File: config.mk
export PLATFORM = sky130hd
export DESIGN_NAME = disaster_alarm_ctrl
export DESIGN_NICKNAME = d
export VERILOG_FILES = /design/src/rtl/disaster_pkg.sv /design/src/rtl/disaster_ch_filter.sv /design/src/rtl/disaster_alarm_ctrl.sv
export SDC_FILE = /design/constraint.sdc
export NUM_CORES = 1
export LEC_CHECK = 0
export ABC_AREA = 1
export CAP_MARGIN = 20
export CORE_MARGIN = 8
export CORE_UTILIZATION = 40
export CTS_CLUSTER_DIAMETER = 60
export DETAILED_ROUTE_END_ITERATION = 16
export GPL_ROUTABILITY_DRIVEN = 0
export PLACE_DENSITY_LB_ADDON = 0.12
export SYNTH_ARGS = -nofsm -noshare
export SYNTH_HDL_FRONTEND = slang
export SYNTH_SLANG_ARGS = --single-unit
File: constraint.sdc
create_clock -name clk -period 3.7 [get_ports clk]
set_clock_uncertainty 0.2 [all_clocks]
set_input_delay 0.74 -clock clk [delete_from_list [all_inputs] [get_ports clk]]
set_output_delay 0.74 -clock clk [all_outputs]
set_load 0.005 [all_outputs]
File: src/rtl/disaster_pkg.sv
// Shared types and helpers for the disaster alarm controller.
package disaster_pkg;

    typedef enum logic [1:0] {
        ST_IDLE   = 2'd0,
        ST_ARMING = 2'd1,
        ST_ALARM  = 2'd2,
        ST_ACKED  = 2'd3
    } ch_state_t;

    localparam int unsigned CH_FLOOD   = 0;
    localparam int unsigned CH_CYCLONE = 1;
    localparam int unsigned CH_QUAKE   = 2;
    localparam int unsigned CH_TSUNAMI = 3;

    // Number of set bits; callers zero-extend narrower vectors to 32 bits.
    function automatic int unsigned popcount(input logic [31:0] v);
        int unsigned n;
        n = 0;
        for (int i = 0; i < 32; i++) begin
            n = n + {31'd0, v[i]};
        end
        return n;
    endfunction

endpackage

File: src/rtl/disaster_ch_filter.sv
// One hazard channel: persistence filter, latched alarm, acknowledge and clear hold.
module disaster_ch_filter
    import disaster_pkg::*;
#(
    parameter int unsigned PERSIST  = 8,
    parameter int unsigned CLR_HOLD = 16,
    parameter int unsigned CW       = 5
) (
    input  logic      clk,
    input  logic      rst_n,
    input  logic      haz,
    input  logic      ack,
    // Next-state view, so the top level registers its outputs on the same edge.
    output ch_state_t state,
    output logic      active,
    output logic      raise
);

    localparam logic [CW-1:0] P_LAST = CW'(PERSIST - 1);
    localparam logic [CW-1:0] C_LAST = CW'(CLR_HOLD - 1);

    ch_state_t     state_q, state_d;
    logic [CW-1:0] pcnt_q, pcnt_d;
    logic [CW-1:0] ccnt_q, ccnt_d;

    // State and run-length counters.
    always_ff @(posedge clk or negedge rst_n) begin
        if (!rst_n) begin
            state_q <= ST_IDLE;
            pcnt_q  <= '0;
            ccnt_q  <= '0;
        end else begin
            state_q <= state_d;
            pcnt_q  <= pcnt_d;
            ccnt_q  <= ccnt_d;
        end
    end

    // Next-state logic; counters are cleared on every state exit.
    always_comb begin
        state_d = state_q;
        pcnt_d  = pcnt_q;
        ccnt_d  = ccnt_q;
        raise   = 1'b0;
        unique case (state_q)
            ST_IDLE: begin
                if (haz) begin
                    if (PERSIST == 1) begin
                        state_d = ST_ALARM;
                        raise   = 1'b1;
                    end else begin
                        state_d = ST_ARMING;
                        pcnt_d  = CW'(1);
                    end
                end
            end
            ST_ARMING: begin
                if (!haz) begin
                    state_d = ST_IDLE;
                    pcnt_d  = '0;
                end else if (pcnt_q == P_LAST) begin
                    state_d = ST_ALARM;
                    pcnt_d  = '0;
                    raise   = 1'b1;
                end else begin
                    pcnt_d = pcnt_q + 1'b1;
                end
            end
            ST_ALARM: begin
                if (ack) begin
                    if (haz) begin
                        state_d = ST_ACKED;
                        ccnt_d  = '0;
                    end else if (CLR_HOLD == 1) begin
                        // The acknowledging sample already satisfies the hold.
                        state_d = ST_IDLE;
                        ccnt_d  = '0;
                    end else begin
                        state_d = ST_ACKED;
                        ccnt_d  = CW'(1);
                    end
                end
            end
            ST_ACKED: begin
                if (haz) begin
                    ccnt_d = '0;
                end else if (ccnt_q == C_LAST) begin
                    state_d = ST_IDLE;
                    ccnt_d  = '0;
                end else begin
                    ccnt_d = ccnt_q + 1'b1;
                end
            end
            default: begin
                state_d = ST_IDLE;
                pcnt_d  = '0;
                ccnt_d  = '0;
            end
        endcase
    end

    assign state  = state_d;
    assign active = (state_d == ST_ALARM) || (state_d == ST_ACKED);

endmodule

File: src/rtl/disaster_alarm_ctrl.sv
// Multi-channel disaster alarm controller: per-channel filters, blink generator,
// priority select, LED mux and saturating event counter.
module disaster_alarm_ctrl
    import disaster_pkg::*;
#(
    parameter int unsigned N_CH       = 4,
    parameter int unsigned PERSIST    = 8,
    parameter int unsigned CLR_HOLD   = 16,
    parameter int unsigned BLINK_HALF = 25000000,
    parameter int unsigned EVT_W      = 8,
    localparam int unsigned IDX_W     = (N_CH > 1) ? $clog2(N_CH) : 1
) (
    input  logic             clk,
    input  logic             rst_n,
    input  logic [N_CH-1:0]  haz_in,
    input  logic [N_CH-1:0]  ack,
    input  logic             mode,
    output logic [N_CH-1:0]  led,
    output logic             alarm_any,
    output logic             top_valid,
    output logic [IDX_W-1:0] top_idx,
    output logic [EVT_W-1:0] evt_cnt
);

    localparam int unsigned CNT_MAX = (PERSIST > CLR_HOLD) ? PERSIST : CLR_HOLD;
    localparam int unsigned CW      = $clog2(CNT_MAX + 1);
    localparam int unsigned BW      = (BLINK_HALF > 1) ? $clog2(BLINK_HALF) : 1;
    localparam int unsigned SW      = EVT_W + $clog2(N_CH + 1);

    ch_state_t        st_nxt [N_CH];
    logic [N_CH-1:0]  act_nxt;
    logic [N_CH-1:0]  raise;

    logic [BW-1:0]    blink_cnt_q, blink_cnt_d;
    logic             phase_q, phase_d;
    logic [N_CH-1:0]  led_q, led_d;
    logic             any_q, any_d;
    logic [IDX_W-1:0] idx_q, idx_d;
    logic [EVT_W-1:0] evt_q, evt_d;
    logic [SW-1:0]    evt_sum;

    for (genvar g = 0; g < N_CH; g++) begin : g_ch
        disaster_ch_filter #(
            .PERSIST  (PERSIST),
            .CLR_HOLD (CLR_HOLD),
            .CW       (CW)
        ) u_ch (
            .clk    (clk),
            .rst_n  (rst_n),
            .haz    (haz_in[g]),
            .ack    (ack[g]),
            .state  (st_nxt[g]),
            .active (act_nxt[g]),
            .raise  (raise[g])
        );
    end

    // Priority select: lowest active channel index wins.
    always_comb begin
        any_d = |act_nxt;
        idx_d = '0;
        for (int i = N_CH - 1; i >= 0; i--) begin
            if (act_nxt[i]) idx_d = IDX_W'(i);
        end
    end

    // Blink generator restarts lit on the first alarmed cycle.
    always_comb begin
        blink_cnt_d = blink_cnt_q;
        phase_d     = phase_q;
        if (!any_d || !any_q) begin
            blink_cnt_d = '0;
            phase_d     = 1'b1;
        end else if (blink_cnt_q == BW'(BLINK_HALF - 1)) begin
            blink_cnt_d = '0;
            phase_d     = ~phase_q;
        end else begin
            blink_cnt_d = blink_cnt_q + 1'b1;
        end
    end

    // LED mux: steady when acknowledged, blinking while alarmed.
    always_comb begin
        led_d = '0;
        for (int i = 0; i < N_CH; i++) begin
            if ((st_nxt[i] == ST_ACKED) || ((st_nxt[i] == ST_ALARM) && phase_d)) begin
                led_d[i] = mode || (idx_d == IDX_W'(i));
            end
        end
    end

    // Event counter adds all raises this edge and saturates.
    always_comb begin
        evt_sum = SW'(evt_q) + SW'(popcount(32'(raise)));
        if (evt_sum > SW'({EVT_W{1'b1}})) begin
            evt_d = {EVT_W{1'b1}};
        end else begin
            evt_d = evt_sum[EVT_W-1:0];
        end
    end

    // Output and blink registers.
    always_ff @(posedge clk or negedge rst_n) begin
        if (!rst_n) begin
            blink_cnt_q <= '0;
            phase_q     <= 1'b1;
            led_q       <= '0;
            any_q       <= 1'b0;
            idx_q       <= '0;
            evt_q       <= '0;
        end else begin
            blink_cnt_q <= blink_cnt_d;
            phase_q     <= phase_d;
            led_q       <= led_d;
            any_q       <= any_d;
            idx_q       <= idx_d;
            evt_q       <= evt_d;
        end
    end

    assign led       = led_q;
    assign alarm_any = any_q;
    assign top_valid = any_q;
    assign top_idx   = idx_q;
    assign evt_cnt   = evt_q;

endmodule

registers.png
Bar = 50 µm. Other sequential cells in the stronger grey, the rest of the logic in the fainter grey.
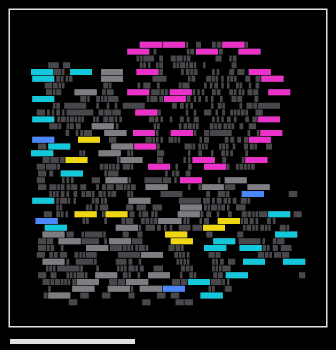
legend:
  g_ch.u_ch.state_q:
    colour: yellow
    flops: 8
  blink_cnt_q:
    colour: magenta
    flops: 25
  led:
    colour: blue
    flops: 4
  g_ch.u_ch.ccnt_q:
    colour: cyan
    flops: 20
    where: all over the die

zoom.png
Bar = 20 µm. Window x 38 to 88, y 64 to 114 µm. Cells in grey, sequential cells in the stronger grey; small squares are vias.
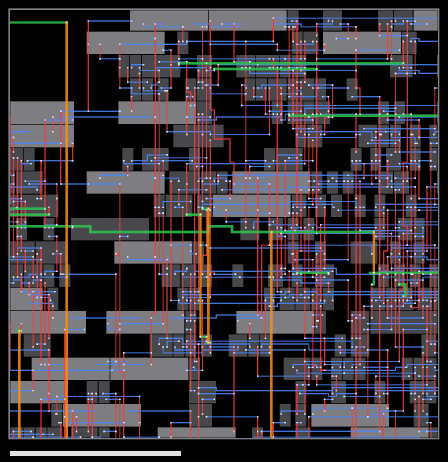
legend:
  met3:
    colour: green
  met4:
    colour: orange
  met2:
    colour: red
  met1:
    colour: blue
sequential cells in the window: 19
cells with their middle in the window: 177
netlist names of flops here include: blink_cnt_q (13), g_ch.u_ch.pcnt_q (6)
most frequent: nand2_1 (40), nor2_1 (27), inv_1 (25)

pins.png
Bar = 50 µm. Pins as bars across the die edge, other pins in grey.
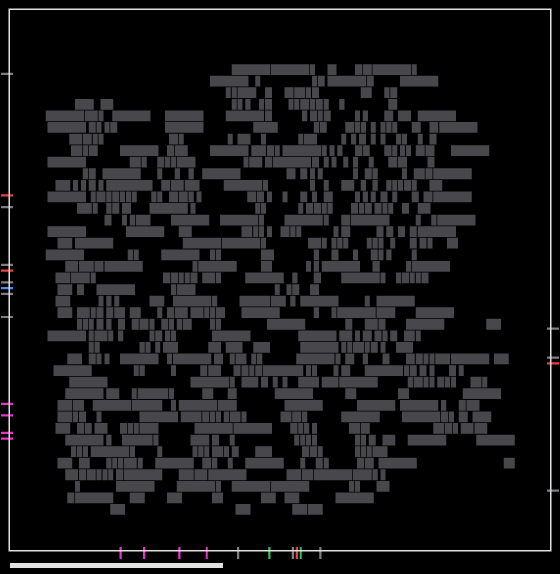
legend:
  top_idx:
    colour: green
    pins: 2
    direction: output
    edge: bottom
  top_valid:
    colour: blue
    pins: 1
    direction: output
    edge: left
  haz_in:
    colour: red
    pins: 4
    direction: input
    edge: 2 left, 1 right, 1 bottom
  evt_cnt:
    colour: magenta
    pins: 8
    direction: output
    edge: 4 bottom, 4 left

met1.png
Bar = 50 µm.
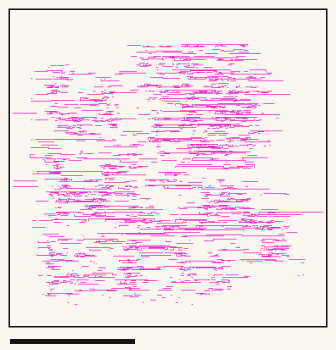
wire length on this layer: 5130 µm
share of all routed wire: 48%
longest straight run: 29.4 µm
main direction: horizontal

==> results.yml <==
# flow metrics
finish:
  post_route_cells_drive_above_1_share: 0.109
  flip_flop_count_of_the_largest_register_after_layout: 25
  layout_top_cell_excl_fill_tap: "nand2_1"
  largest_register: "blink_cnt_q"
  nNetsFinal: 669
  post-route-cell-area_um2: 5700
  multi_input_gate_share_of_the_layout_cell_area: 0.405
  inverters: 91
  sequential_portion_of_the_cell_area: 0.391
clock_network:
  htree_num_levels: 3
  clk_buf_depth: 2
  post_cts.resized_instances: 0
  quantity_of_hold_fixing_buffers_added_after_cts: 0
routing:
  routed.top_layer: "met4"
  antenna_left: 0
  dr_wl_met2_um: 4880
  routed-via-count: 4025
setup_path:
  worst-r2r-cell-count: 16
  worstSetupEndpointType: "flip-flop"
  worst_path_largest_cell_delay_ps: 490
  reg2reg_from: "g_ch[0].u_ch.pcnt_q[0]"
  arrival_ps: 3500
  crit_path_leading_delay_family: "adder cells"
  timing.critical_path.from_type: "primary input"
timing:
  max-slew-margin-rel: 0.481
  layout_worst_path_cycle_share: 0.932
  fin_setup_tns_ps: 0
  fmax_ghz: 0.290
  grt_setup_unrepaired: "no"
synth:
  share_of_the_synthesized_area_in_the_top_cell_type: 0.448
  ys_cells: 604
  synthXorXnorAreaFrac: 0.0463
  edf_count: 0
  post_synth_main_area_contributors: "dfrtp_1 45%, nand2_1 8.6%, inv_1 6.6%, nor2_1 5.9%, nand3_1 5.8%"
  postSynth.asyncResetShare: 1.00
  synth_area_um2: 4920
  sequential_fraction_of_the_synthesis_area: 0.453
  and_or_nand_nor_area_frac: 0.305
power:
  powerDensity_nw_per_um2: 565
  internal_power_mw: 2.08
  pwr-share-comb: 0.286
  power_leader: "sequential cells"
place:
  detailed_place.area_um2: 5380
  port_buffers: 26
flow_run:
  cap_violations: 0
floorplanning:
  floorplan.die.width_um: 127
  vertical_die_dimension_um: 127
  initial_utilization: 0.409
status:
  status: "complete, no violations"
global_route:
  top_usage_layer: "met2"
  grt_pass1_vias: 3884
Power figures rest on the tool's default switching activity, not on a simulated workload.
